`src/rtl/chd_op_scheduler.sv`:
```
// rtl/chd_op_scheduler.sv - two-requester round-robin scheduler for a shared count/hold/add datapath
module chd_op_scheduler #(
    parameter int LEN_W = 4,
    parameter int DW    = 3
) (
    input  logic               clk_i,
    input  logic               rst_i,
    input  logic [1:0]         req_valid_i,
    output logic [1:0]         req_ready_o,
    input  logic [3:0]         req_op_i,
    input  logic [2*DW-1:0]    req_a_i,
    input  logic [2*DW-1:0]    req_b_i,
    input  logic [2*LEN_W-1:0] req_len_i,
    output logic [1:0]         dp_sel_o,
    output logic [DW-1:0]      dp_a_o,
    output logic [DW-1:0]      dp_b_o,
    input  logic [DW:0]        dp_dout_i,
    output logic               rsp_valid_o,
    output logic               rsp_id_o,
    output logic [DW:0]        rsp_data_o,
    output logic               rsp_err_o,
    output logic               busy_o
);

    localparam logic [1:0] S_IDLE = 2'd0;
    localparam logic [1:0] S_EXEC = 2'd1;
    localparam logic [1:0] S_RESP = 2'd2;

    localparam logic [1:0] OP_ADD   = 2'b00;
    localparam logic [1:0] OP_HOLD  = 2'b01;
    localparam logic [1:0] OP_ILLEG = 2'b11;

    logic [1:0]       state_q, state_d;
    logic             rr_q, rr_d;
    logic [1:0]       sel_q, sel_d;
    logic [DW-1:0]    a_q, a_d;
    logic [DW-1:0]    b_q, b_d;
    logic [LEN_W-1:0] rem_q, rem_d;
    logic             id_q, id_d;
    logic             rsp_id_q, rsp_id_d;
    logic [DW:0]      rsp_data_q, rsp_data_d;
    logic             rsp_err_q, rsp_err_d;

    logic             grant_vld;
    logic             grant_id;
    logic [1:0]       g_op;
    logic [DW-1:0]    g_a;
    logic [DW-1:0]    g_b;
    logic [LEN_W-1:0] g_len;
    logic [LEN_W-1:0] g_len_eff;

    always_comb begin
        grant_vld = 1'b0;
        grant_id  = rr_q;
        if (state_q == S_IDLE) begin
            if (req_valid_i[rr_q]) begin
                grant_vld = 1'b1;
                grant_id  = rr_q;
            end else if (req_valid_i[~rr_q]) begin
                grant_vld = 1'b1;
                grant_id  = ~rr_q;
            end
        end
    end

    assign req_ready_o = grant_vld ? (grant_id ? 2'b10 : 2'b01) : 2'b00;

    assign g_op      = grant_id ? req_op_i[3:2] : req_op_i[1:0];
    assign g_a       = grant_id ? req_a_i[2*DW-1:DW] : req_a_i[DW-1:0];
    assign g_b       = grant_id ? req_b_i[2*DW-1:DW] : req_b_i[DW-1:0];
    assign g_len     = grant_id ? req_len_i[2*LEN_W-1:LEN_W] : req_len_i[LEN_W-1:0];
    // A zero dwell still needs one cycle to sample the datapath
    assign g_len_eff = (g_len == '0) ? LEN_W'(1) : g_len;

    always_comb begin
        state_d    = state_q;
        rr_d       = rr_q;
        sel_d      = sel_q;
        a_d        = a_q;
        b_d        = b_q;
        rem_d      = rem_q;
        id_d       = id_q;
        rsp_id_d   = rsp_id_q;
        rsp_data_d = rsp_data_q;
        rsp_err_d  = rsp_err_q;
        case (state_q)
            S_IDLE: begin
                if (grant_vld) begin
                    rr_d = ~grant_id;
                    id_d = grant_id;
                    if (g_op == OP_ILLEG) begin
                        state_d    = S_RESP;
                        rsp_id_d   = grant_id;
                        rsp_data_d = '0;
                        rsp_err_d  = 1'b1;
                    end else begin
                        state_d = S_EXEC;
                        sel_d   = g_op;
                        a_d     = g_a;
                        b_d     = g_b;
                        rem_d   = (g_op == OP_ADD) ? LEN_W'(1) : g_len_eff;
                    end
                end
            end
            S_EXEC: begin
                rem_d = rem_q - LEN_W'(1);
                if (rem_q == LEN_W'(1)) begin
                    state_d    = S_RESP;
                    rsp_data_d = dp_dout_i;
                    rsp_id_d   = id_q;
                    rsp_err_d  = 1'b0;
                    sel_d      = OP_HOLD;
                    a_d        = '0;
                    b_d        = '0;
                end
            end
            S_RESP: begin
                state_d = S_IDLE;
            end
            default: begin
                state_d = S_IDLE;
                sel_d   = OP_HOLD;
                a_d     = '0;
                b_d     = '0;
            end
        endcase
    end

    always_ff @(posedge clk_i or negedge rst_i) begin
        if (!rst_i) begin
            state_q    <= S_IDLE;
            rr_q       <= 1'b0;
            sel_q      <= OP_HOLD;
            a_q        <= '0;
            b_q        <= '0;
            rem_q      <= '0;
            id_q       <= 1'b0;
            rsp_id_q   <= 1'b0;
            rsp_data_q <= '0;
            rsp_err_q  <= 1'b0;
        end else begin
            state_q    <= state_d;
            rr_q       <= rr_d;
            sel_q      <= sel_d;
            a_q        <= a_d;
            b_q        <= b_d;
            rem_q      <= rem_d;
            id_q       <= id_d;
            rsp_id_q   <= rsp_id_d;
            rsp_data_q <= rsp_data_d;
            rsp_err_q  <= rsp_err_d;
        end
    end

    assign dp_sel_o    = sel_q;
    assign dp_a_o      = a_q;
    assign dp_b_o      = b_q;
    assign rsp_valid_o = (state_q == S_RESP);
    assign rsp_id_o    = rsp_id_q;
    assign rsp_data_o  = rsp_data_q;
    assign rsp_err_o   = rsp_err_q;
    assign busy_o      = (state_q != S_IDLE);

endmodule
```
`config.mk`:
```
export PLATFORM = sky130hd
export DESIGN_NAME = chd_op_scheduler
export DESIGN_NICKNAME = d
export VERILOG_FILES = /design/src/rtl/chd_op_scheduler.sv
export SDC_FILE = /design/constraint.sdc
export NUM_CORES = 1
export LEC_CHECK = 0
export CORE_MARGIN = 4
export CORE_UTILIZATION = 49
export CTS_BUF_LIST = sky130_fd_sc_hd__clkbuf_8
export DETAILED_ROUTE_END_ITERATION = 8
export GPL_TIMING_DRIVEN = 0
export PLACE_DENSITY_LB_ADDON = 0.12
export SLEW_MARGIN = 25
export SYNTH_ARGS = -nofsm -noshare
export SYNTH_HDL_FRONTEND = slang
export SYNTH_SLANG_ARGS = --single-unit
```
`constraint.sdc`:
```
create_clock -name clk_i -period 3.73 [get_ports clk_i]
set_input_delay 0.9325 -clock clk_i [delete_from_list [all_inputs] [get_ports clk_i]]
set_output_delay 0.9325 -clock clk_i [all_outputs]
set_load 0.005 [all_outputs]
```
### Gate-type map, run 1

Scale: 8 px per µm.
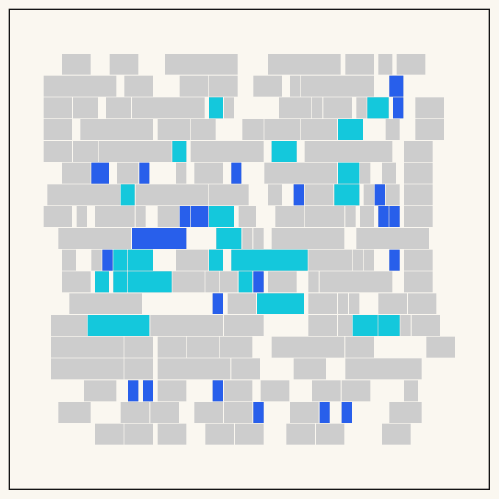
[inverting AOI/OAI gates] cyan | cells: 22 | most used: a21oi_1
[NOR gates] blue | cells: 22 | most used: nor2_1

### Register map, names as in the netlist, run 1

Scale: 6 px per µm. Other sequential cells in the stronger gray, the rest of the logic in the fainter gray.
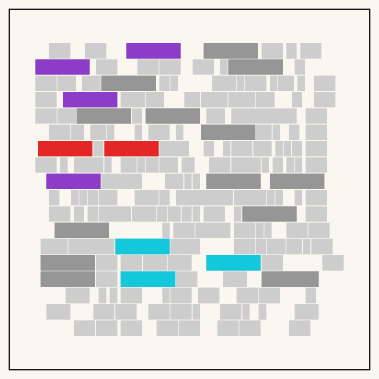
[state_q] red | flops: 2
[rsp_data_o] purple | flops: 4 | where: upper left
[dp_a_o] cyan | flops: 3
not colored: 13
Seq/total area: 28.9%
Seq power: 0.423 mW
Final Util: 75.6%

### Cell area per tile, run 1

Scale: 4 px per µm. 12 x 12 tiles, from dark purple (low) to yellow (high), 0 to 100% covered.
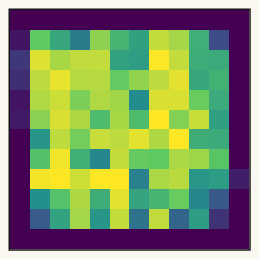
densest ninth of the die: center
fullest tile: 100%
emptiest ninth of the die: lower right
mean over tiles: 52%
core box area: 2520 µm²
Pre-Place Util: 52.2%

### The clock network, run 1

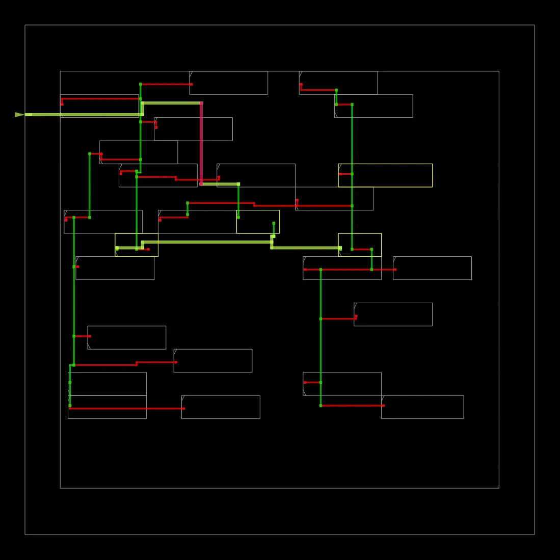
worst clock skew: 0.00493 ns
# clk buffers: 3
CTS Sinks: 22
P_clk: 0.225 mW
Insertion Delay late pin: 0.27 ns

==> run 1: area by class of cell <==
cell class,instances,share of cell area (%)
buffer,4,1.84
clock buffer,3,2.16
clock inverter,1,1.57
inverter,6,1.18
multi-input combinational,95,37.0
sequential,22,28.9
tap,30,1.97
timing repair buffer,49,25.3
==> run 1: power groups by stage <==
stage | combinational, mW | clock [mW] | sequential, mW
after floorplan | 0.561 | 0 | 0.420
after global placement | 0.843 | 0 | 0.418
after detailed placement | 0.863 | 0 | 0.426
after CTS | 0.870 | 0.229 | 0.422
after global routing | 0.948 | 0.240 | 0.437
final | 0.866 | 0.225 | 0.423
==> run 1: cells in the mapped netlist (3+ instances only) <==
cell type and n:
dfrtp_1 21, nand3_1 7, a22o_1 4, o21ai_0 3, mux2i_1 9, nand2_1 13
mux2_2 7, a21oi_1 5, inv_1 5, nor2_1 18
==> run 1: final timing paths <==
path | from | to | slack (ns)
min in group asynchronous | rst_i | dp_a_o[0] | 0.62
setup reg to reg | state_q[1] | dp_b_o[1] | 1.38
hold / removal | dp_sel_o[0] | dp_sel_o[0] | 0.48
hold reg to reg | dp_sel_o[0] | dp_sel_o[0] | 0.48
setup / recovery | req_valid_i[1] | req_ready_o[1] | 0.24
max in group asynchronous | rst_i | dp_sel_o[0] | 2.75
==> run 1: worst max-delay path: cells and delay by family <==
kind / cells / cell delay, ns
AND-OR/OR-AND: 1 / 0.12
AND/OR/NAND/NOR: 2 / 0.44
buffers and inverters: 4 / 1.07
==> run 1: layer usage <==
layer,vias to the layer above,GRT usage [%],routed length [µm]
li1,567,-,-
met1,581,25.4,1430
met2,40,34.9,1670
met5,-,0,0
met3,4,5.18,219
met4,0,5.38,28
==> run 1: per-stage QoR <==
stage / std cells / hold slack, ns / instance area [µm²]
floorplan: 127 / 0.450 / 1320
global placement: 206 / 0.462 / 1840
detailed placement: 206 / 0.468 / 1840
CTS: 210 / 0.486 / 1910
global route: 210 / 0.513 / 1910
finish: 210 / 0.483 / 1910
==> run 1: cells by family after synthesis <==
kind of cell	after synthesis	share of synthesized area (%)
and+or+nand+nor	46	16.8
AOI/OAI and AO/OA	29	20.2
DFF	22	41.9
muxes	18	14.8
buffers and inverters	10	4.37
adders and majority gates	2	1.90
==> run 1: flip-flops by register name (all words and copies together), names as in the netlist <==
register / count
state_q: 2
dp_a_o: 3
rr_q: 1
rsp_id_o: 1
rsp_data_o: 4
dp_b_o: 3
dp_sel_o: 2
rsp_err_o: 1
rem_q: 4
id_q: 1
==> run 1: repair_timing <==
action                     CTS  global route
gates resized                1             3
hold buffers                 0             0
setup endpoints to repair    1             1
==> impl_metrics.py, run 1 <==
# Physical implementation metrics
metrics = {
    "outcome": {
        "status": "finished, final reports clean",
    },
    "sta": {
        "setup_viol": 0,
        "fin_ws_ns": 0.244,
        "hold_viol_final": 0,
        "period_used_pct": 93.5,
        "fmax_mhz": 287,
        "tns_ns": 0,
        "rsz0062_at_grt": "false",
        "tightest_slew_ns": 0.500,
        "slew_headroom_pct": 66.6,
        "maxSlewViolCount": 0,
        "fin_crit_ns": 3.49,
    },
    "logic_synthesis": {
        "yosysChipArea_um2": 1320,
        "synth.area.top_cells": "dfrtp_1 40%, mux2i_1 6.8%, mux2_2 6.0%",
        "async_reset_ff_share_pct": 100,
        "edf_count": 0,
        "flop_cell": "dfrtp_1",
        "netlist_instances": 127,
        "top_cell_area_share_pct": 39.9,
        "top_area_cell": "dfrtp_1",
        "yosys.stat.seqShare_pct": 41.9,
        "fp_nets": 161,
        "avgSynthCellArea_um2": 10.4,
        "ys_types": 39,
        "synth_area_um2": 1320,
        "ys_cells": 127,
        "yosysWarnings": 0,
        "ys_ff": 22,
    },
    "cells_and_area": {
        "most-common-layout-cells": "46 x clkdlybuf4s50_1, 21 x dfrtp_1, 18 x nor2_1, 13 x nand2_1, 9 x mux2i_1",
        "drive_above_1_share_pct": 15.0,
        "final-seq-area_um2": 552,
        "final_net_count": 215,
        "n_fill_cell": 187,
        "lay_top_count": "clkdlybuf4s50_1",
        "antenna_cells": 0,
        "layout.area.comb_um2": 707,
        "syn_to_final_growth_pct": 45.0,
    },
    "cts": {
        "cts_buffer_depth": 2,
        "postCtsSetupBuffers": 0,
        "cts_tree": "built",
        "cts-root-buf": "clkbuf_8",
        "cts_max_level": 1,
        "clkTransAtPathRegs_ns": 0.08,
        "cts_made_buffers": 3,
    },
    "worst_setup_path": {
        "cpPeakStageDelay_ns": 0.53,
        "cp_cell_sequence": "clkbuf_2 -> nor3b_4 -> o2bb2ai_1 -> buf_6 -> buf_2 -> nor2_1 -> clkdlybuf4s50_1",
        "critical_path_required_ns": 2.80,
        "start_kind": "primary input",
        "setup.worst_path.end_class": "primary output",
        "critPathSlowestCell": "clkdlybuf4s50_1",
        "cp.arrival_ns": 2.55,
        "critPathKind": "primary input to primary output",
        "path_max_fanout": 10,
        "reg2regPathDepth": 7,
    },
    "power_and_ir_drop": {
        "power_leakage_nw": 0.849,
        "power.density_nw_per_um2": 793,
        "comb_power_share_pct": 57.2,
        "power_frac_seq_pct": 27.9,
        "intPower_mw": 0.953,
        "peakVddDrop_mv": 0.837,
        "p_sw_share_pct": 37.0,
        "clock_power_share_pct": 14.8,
        "switchingPower_mw": 0.560,
        "total_power_mw": 1.51,
    },
    "global_route": {
        "track_usage_pct": 20.4,
        "grt_pass1_wl_um": 5550,
        "grt_max_degree": 23,
        "grt-ovfl-total": 0,
        "grt_pass1_vias": 1246,
        "antenna_found_initial": 0,
    },
    "routing": {
        "antenna_left": 0,
        "routedWlPerCell_um": 15.9,
        "wirelength_um": 3350,
        "dr_total_vias": 1192,
        "avgViaCountPerCell": 5.68,
        "drc": 0,
        "drtPass1Iterations": 4,
        "drt_iter0_markers": 58,
    },
    "floorplan": {
        "ioPinCount": 50,
        "die_x_um": 59.8,
        "chipArea_um2": 3580,
        "num_rows": 18,
        "die_y_um": 59.8,
    },
    "place": {
        "gp_congestion": 0.826,
        "post-place-ws_ns": -0.210,
        "dp_hpwl_um": 2480,
        "io_buffer_count": 49,
    },
    "min_path": {
        "hold_class": "register to register",
        "holdPathStages": 2,
    },
    "run": {
        "drv_cap": 0,
        "tool_warnings": 27,
    },
}
==> inputs of run 2 (changes only) <==
CELL_PAD_IN_SITES_DETAIL_PLACEMENT = 1   (was not set)
CELL_PAD_IN_SITES_GLOBAL_PLACEMENT = 2   (was not set)
CORE_UTILIZATION = 29   (was 49)
==> impl_metrics.py, run 2 <==
# Physical implementation metrics
metrics = {
    "routing": {
        "dr_total_vias": 1156,
        "drtPass1Iterations": 4,
        "antenna_left": 0,
        "drc": 0,
        "routedWlPerCell_um": 16.1,
        "drt_iter0_markers": 58,
        "wirelength_um": 3740,
    },
    "power_and_ir_drop": {
        "p_sw_share_pct": 38.6,
        "power_leakage_nw": 0.842,
        "peakVddDrop_mv": 0.240,
        "switchingPower_mw": 0.569,
        "comb_power_share_pct": 59.4,
    },
    "logic_synthesis": {
        "yosys.area_share.simple_pct": 16.8,
        "top_cell_area_share_pct": 39.9,
        "top_cells_by_count": "21 x dfrtp_1, 18 x nor2_1, 13 x nand2_1",
        "synth.area.top_cells": "dfrtp_1 40%, mux2i_1 6.8%, mux2_2 6.0%",
        "yosysWarnings": 0,
        "avgSynthCellArea_um2": 10.4,
        "ys_ff": 22,
        "async_reset_ff_share_pct": 100,
        "yosysChipArea_um2": 1320,
        "compound_area_share_pct": 20.2,
        "yosysMostFrequentCell": "dfrtp_1",
        "synth_adder_area_share_pct": 1.90,
        "top_area_cell": "dfrtp_1",
        "ys_cells": 127,
        "netlist_instances": 127,
        "edf_count": 0,
        "synthMuxAreaShare_pct": 14.8,
        "synth.logic.top_family": "AND-OR/OR-AND gates",
        "fp_nets": 161,
        "yosys.stat.seqShare_pct": 41.9,
    },
    "floorplan": {
        "num_rows": 24,
        "die_y_um": 75.4,
        "die_x_um": 75.4,
        "ioPinCount": 50,
        "chipArea_um2": 5680,
    },
    "place": {
        "gp_congestion": 0.735,
        "dp_cells": 228,
        "post-place-ws_ns": -0.280,
        "placed_area_um2": 1870,
    },
    "cells_and_area": {
        "most-common-layout-cells": "46 x clkdlybuf4s50_1, 21 x dfrtp_1, 18 x nor2_1, 13 x nand2_1, 9 x mux2i_1",
        "n_fill_cell": 505,
        "antenna_cells": 0,
        "finalInstanceArea_um2": 1920,
        "syn_to_final_growth_pct": 45.8,
        "final_net_count": 215,
    },
    "global_route": {
        "antenna_found_initial": 0,
        "track_usage_pct": 14.6,
        "grt_max_degree": 23,
        "grt-ovfl-total": 0,
        "grt_pass1_wl_um": 6290,
        "grt_pass1_vias": 1343,
    },
    "sta": {
        "tightest_slew_ns": 0.523,
        "maxSlewViolCount": 0,
        "hold_viol_final": 0,
        "rsz0062_at_grt": "false",
        "fmax_mhz": 286,
        "fin_crit_ns": 3.50,
        "fin_ws_ns": 0.230,
        "period_used_pct": 93.8,
    },
    "worst_setup_path": {
        "start_kind": "primary input",
        "setup.worst_path.end_class": "primary output",
        "critical_path_required_ns": 2.80,
        "path_max_fanout": 10,
    },
    "cts": {
        "cts_tree": "built",
        "clkTransAtPathRegs_ns": 0.08,
        "cts_buffer_depth": 2,
        "postCtsSetupBuffers": 0,
        "cts-root-buf": "clkbuf_8",
        "clock_latency_ns": 0.26,
        "cts.sinks": 22,
        "cts_max_level": 1,
    },
    "outcome": {
        "status": "finished, final reports clean",
    },
    "min_path": {
        "hold_class": "register to register",
    },
    "run": {
        "drv_cap": 0,
    },
}
==> run 2: cell count changes in the layout (fill, tap and decap cells not counted) <==
cell       delta
bufinv_16     -1
clkbuf_8      +1
==> run 2: through the flow <==
stage          TNS [ns]  hold slack (ns)
6_report              0            0.475
5_1_grt               0            0.512
4_1_cts               0            0.485
3_5_place_dp     -0.280            0.472
3_3_place_gp     -0.197            0.460
2_1_floorplan         0            0.450
==> run 2: worst max-delay path: stages <==
cell	delay, ns
clkbuf_2	0.18
nor3b_4	0.26
o2bb2ai_1	0.12
buf_6	0.17
buf_2	0.19
nor2_1	0.18
clkdlybuf4s50_1	0.53
==> run 2: metal layers <==
metal	routed length, µm	GRT usage (%)
met4	23	4.47
met5	0	0
met1	1590	17.9
met3	231	3.96
met2	1900	25.1
==> run 2: layout make-up <==
cell class / instances / area [µm²] / share of cell area, %
Tap cell: 52 / 65.1 / 3.39
Multi-Input combinational cell: 95 / 707 / 36.8
Clock buffer: 4 / 55.1 / 2.87
Sequential cell: 22 / 552 / 28.7
Buffer: 4 / 35.0 / 1.83
Timing Repair Buffer: 49 / 483 / 25.2
Inverter: 6 / 22.5 / 1.17
==> run 2: path summary, 6_finish.rpt <==
path,from,to,slack (ns)
setup / recovery,req_valid_i[1],req_ready_o[1],0.23
hold / removal,dp_sel_o[0],dp_sel_o[0],0.47
hold reg to reg,dp_sel_o[0],dp_sel_o[0],0.47
max in group asynchronous,rst_i,dp_sel_o[0],2.73
setup reg to reg,state_q[1],dp_b_o[0],1.40
min in group asynchronous,rst_i,rem_q[0],0.63
==> run 2: cells by family after synthesis <==
logic type,count (synthesis)
AND/OR/NAND/NOR,46
multiplexers,18
AND-OR/OR-AND,29
buffers and inverters,10
flip-flops,22
adder cells (fa/ha/maj),2
==> run 2: what timing repair did <==
action | in CTS | in global routing
resized | 2 | 2
gates cloned | 0 | 0
pin swaps | 0 | 0
endpoints found under the setup margin | 1 | 1
hold buffers | 0 | 0
==> run 2: power by group through the flow <==
| stage | registers (mW) | clock network (mW) | logic, mW |
|---|---|---|---|
| finish | 0.424 | 0.175 | 0.875 |
| floorplan | 0.420 | 0 | 0.561 |
| detailed placement | 0.429 | 0 | 0.892 |
| global route | 0.436 | 0.193 | 0.971 |
| CTS | 0.424 | 0.184 | 0.899 |
| global placement | 0.421 | 0 | 0.863 |
### Register map, names as in the netlist, run 2

Scale: 4 px per µm. Other sequential cells in the stronger gray, the rest of the logic in the fainter gray.
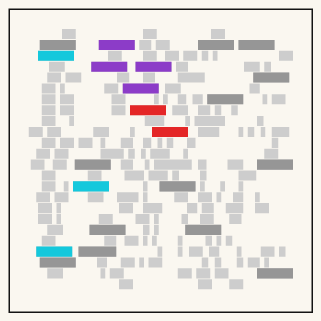
Final Util: 43.8%
Seq power: 0.424 mW
sequential cell area: 552 µm²
Seq/total area: 28.7%

### Gate-type map, run 2

Scale: 6 px per µm.
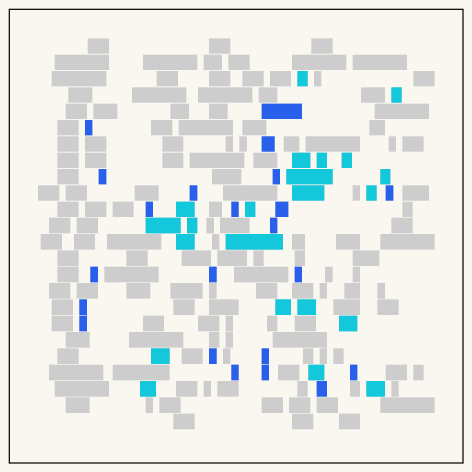
[inverting AOI/OAI gates] cyan | cells: 22 | most used: a21oi_1
[NOR gates] blue | cells: 22 | most used: nor2_1
Top cell excl fill/tap: clkdlybuf4s50_1
Final Instance Count excl. Fillers: 232
multi-input combinational area share: 36.8%

### Cell area per tile, run 2

Scale: 4 px per µm. 8 x 8 tiles, from dark purple (low) to yellow (high), 0 to 100% covered.
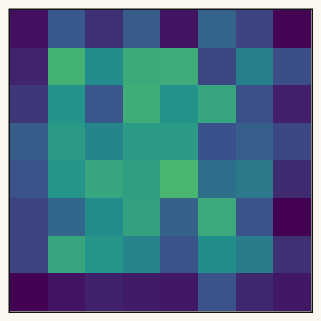
mean over tiles: 33%
densest ninth of the die: center
fullest tile: 67%
nearly empty tiles: 4.7%
Pre-Place Util: 30.0%
core box area: 4380 µm²

==> inputs of run 3 (changes only) <==
CAP_MARGIN = 30   (was not set)
==> impl_metrics.py, run 3 <==
# Physical implementation metrics
metrics = {
    "outcome": {
        "status": "finished, final reports clean",
    },
    "worst_setup_path": {
        "critical_path_required_ns": 2.80,
        "critPathSlowestCell": "clkdlybuf4s50_1",
        "critPathKind": "primary input to primary output",
        "cp_num_buf_inv": 4,
        "path_delay_family": "buffers and inverters",
        "cpPeakStageDelay_ns": 0.53,
        "cp-startpoint": "req_valid_i[1]",
        "reg2reg_from": "state_q[1]",
        "start_kind": "primary input",
        "cp.arrival_ns": 2.57,
        "cp_cell_sequence": "clkbuf_2 -> nor3b_4 -> o2bb2ai_1 -> buf_6 -> buf_2 -> nor2_1 -> clkdlybuf4s50_1",
        "path_max_fanout": 10,
        "setup.worst_path.end_class": "primary output",
    },
    "cells_and_area": {
        "finalInstanceArea_um2": 1920,
        "most-common-layout-cells": "46 x clkdlybuf4s50_1, 21 x dfrtp_1, 18 x nor2_1, 13 x nand2_1, 9 x mux2i_1",
        "drive_above_1_share_pct": 15.0,
        "final_net_count": 215,
        "syn_to_final_growth_pct": 45.8,
        "lay_top_count": "clkdlybuf4s50_1",
        "antenna_cells": 0,
    },
    "sta": {
        "hold_viol_final": 0,
        "slew_headroom_pct": 65.1,
        "rsz0062_at_grt": "false",
        "setup_viol": 0,
        "maxSlewViolCount": 0,
        "fin_crit_ns": 3.50,
        "tns_ns": 0,
        "period_used_pct": 93.8,
        "tightest_slew_ns": 0.523,
        "fmax_mhz": 286,
    },
    "routing": {
        "wirelength_um": 3740,
        "routedWlPerCell_um": 16.1,
        "dr_total_vias": 1156,
        "antenna_left": 0,
        "drtPass1Iterations": 4,
        "drc": 0,
        "drt_iter0_markers": 58,
        "avgViaCountPerCell": 4.98,
    },
    "floorplan": {
        "ioPinCount": 50,
        "initial_core_util_pct": 30.0,
        "die_x_um": 75.4,
        "die_y_um": 75.4,
        "chipArea_um2": 5680,
        "num_rows": 24,
        "core_um2": 4380,
    },
    "logic_synthesis": {
        "synth.area.top_cells": "dfrtp_1 40%, mux2i_1 6.8%, mux2_2 6.0%",
        "ys_ff": 22,
        "yosys.stat.seqShare_pct": 41.9,
        "flop_cell": "dfrtp_1",
        "top_area_cell": "dfrtp_1",
        "netlist_instances": 127,
        "async_reset_ff_share_pct": 100,
        "yosysMostFrequentCell": "dfrtp_1",
        "top_cell_area_share_pct": 39.9,
        "synth_area_um2": 1320,
        "fp_nets": 161,
        "top_cells_by_count": "21 x dfrtp_1, 18 x nor2_1, 13 x nand2_1",
        "edf_count": 0,
        "ys_types": 39,
        "yosysChipArea_um2": 1320,
        "yosysWarnings": 0,
        "ys_cells": 127,
        "avgSynthCellArea_um2": 10.4,
    },
    "global_route": {
        "grt_pass1_wl_um": 6290,
        "grt_max_degree": 23,
        "antenna_found_initial": 0,
        "grt-ovfl-total": 0,
        "grt_pass1_vias": 1343,
        "track_usage_pct": 14.6,
    },
    "cts": {
        "clock_latency_ns": 0.26,
        "cts.sinks": 22,
        "cts_buffer_depth": 2,
        "ctsHoldBuffers": 0,
        "cts_max_level": 1,
        "cts-root-buf": "clkbuf_8",
        "postCtsSetupBuffers": 0,
        "cts_tree": "built",
        "clkTransAtPathRegs_ns": 0.08,
    },
    "place": {
        "dp_hpwl_um": 2980,
        "placed_area_um2": 1870,
        "io_buffer_count": 49,
        "gp_congestion": 0.735,
    },
    "power_and_ir_drop": {
        "power_frac_seq_pct": 28.7,
        "switchingPower_mw": 0.569,
        "p_sw_share_pct": 38.6,
        "clock_power_share_pct": 11.9,
        "peakVddDrop_mv": 0.240,
        "power_leakage_nw": 0.842,
        "intPower_mw": 0.905,
        "comb_power_share_pct": 59.4,
        "power.density_nw_per_um2": 768,
    },
    "min_path": {
        "hold_class": "register to register",
        "worstHoldStart": "dp_sel_o[0]",
    },
    "run": {
        "drv_cap": 0,
        "tool_warnings": 27,
    },
}
[run 3: stage by stage]
step	power, mW	util [%]	setup WS, ns	instances	hold slack [ns]
after floorplan	0.981	-	1.09	127	0.450
after global placement	1.28	42.7	-0.197	228	0.460
after detailed placement	1.32	42.6	-0.280	228	0.472
after CTS	1.51	43.8	0.0107	232	0.485
after global routing	1.60	43.8	0.0973	232	0.512
final	1.47	43.8	0.230	232	0.475
[run 3: final cells by class]
| cell class | instances | area (µm²) |
|---|---|---|
| inverters | 6 | 22.5 |
| plain buffers | 4 | 35.0 |
| flip-flops and latches | 22 | 552 |
| well taps | 52 | 65.1 |
| repair buffers | 49 | 483 |
| multi-input cells | 95 | 707 |
| clock buffers | 4 | 55.1 |
| fillers | 505 | 2460 |
[run 3: path summary, 6_finish.rpt]
path,endpoint,slack (ns),cells past startpoint
setup / recovery,req_ready_o[1],0.23,7
hold / removal,dp_sel_o[0],0.47,2
setup reg to reg,dp_b_o[0],1.40,7
hold reg to reg,dp_sel_o[0],0.47,2
max in group asynchronous,dp_sel_o[0],2.73,1
min in group asynchronous,rem_q[0],0.63,1
[run 3: timing repair]
action,in CTS,in global routing
pin swaps,0,0
gates resized,2,2
endpoints found under the setup margin,1,1
[run 3: logic make-up (layout without fill, tap and decap cells)]
family	Yosys count	in the layout	synth area share, %
AND-OR/OR-AND	29	29	20.2
adder cells (fa/ha/maj)	2	2	1.90
buffers and inverters	10	63	4.37
flip-flops	22	22	41.9
multiplexers	18	18	14.8
AND/OR/NAND/NOR	46	46	16.8
[run 3: worst min-delay path, cell delays in order (launching register included)]
cell      delay (ns)
dfstp_2         0.37
inv_1           0.04
a21boi_0        0.07
[run 3: routing by layer]
metal	wire (µm)	up-vias	global-route usage, %
li1	-	560	-
met1	1590	564	17.9
met2	1900	30	25.1
met3	231	2	3.96
met4	23	0	4.47
met5	0	-	0
[run 3: power by group through the flow]
stage,combinational (mW),clock [mW],sequential (mW)
after global placement,0.863,0,0.421
after global routing,0.971,0.193,0.436
final,0.875,0.175,0.424
after CTS,0.899,0.184,0.424
after floorplan,0.561,0,0.420
after detailed placement,0.892,0,0.429
### The clock network, run 3

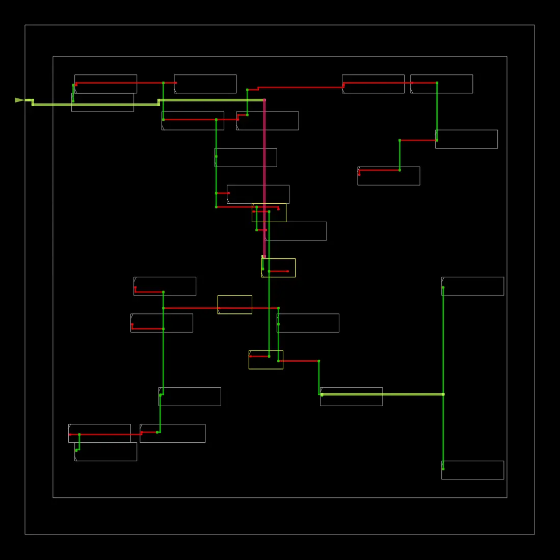
worst clock skew: 0.00478 ns
CTS buffer count: 3
P_clk: 0.175 mW
# clk buffers: 4

### Cell area per tile, run 3

Scale: 4 px per µm. 8 x 8 tiles, from dark purple (low) to yellow (high), 0 to 100% covered.
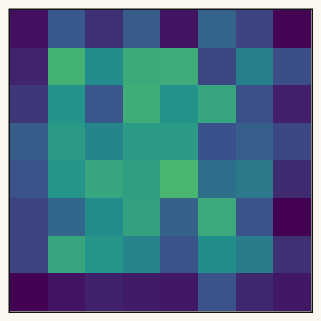
densest ninth of the die: center
fullest tile: 67%
nearly empty tiles: 4.7%
mean over tiles: 33%

### Gate-type map, run 3

Scale: 6 px per µm.
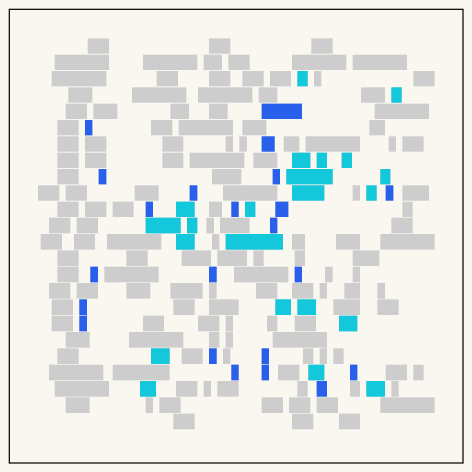
[NOR gates] blue | cells: 22 | most used: nor2_1
[inverting AOI/OAI gates] cyan | cells: 22 | most used: a21oi_1


==> gallery <==
I/O nets highlighted.
panel A
Scale: 6 px per µm.
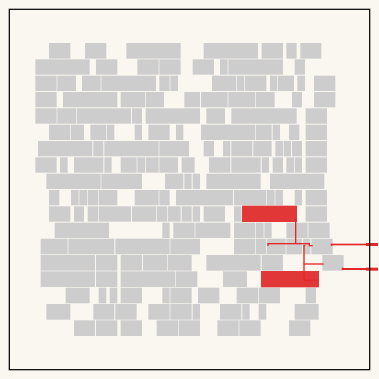
panel B
Scale: 4 px per µm.
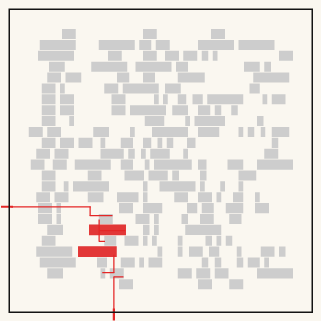
| picture | from |
|---|---|
| panel B | run 3 |
| panel A | run 1 |
Of these, largest die: panel B

Power and IR drop assume default switching activity.
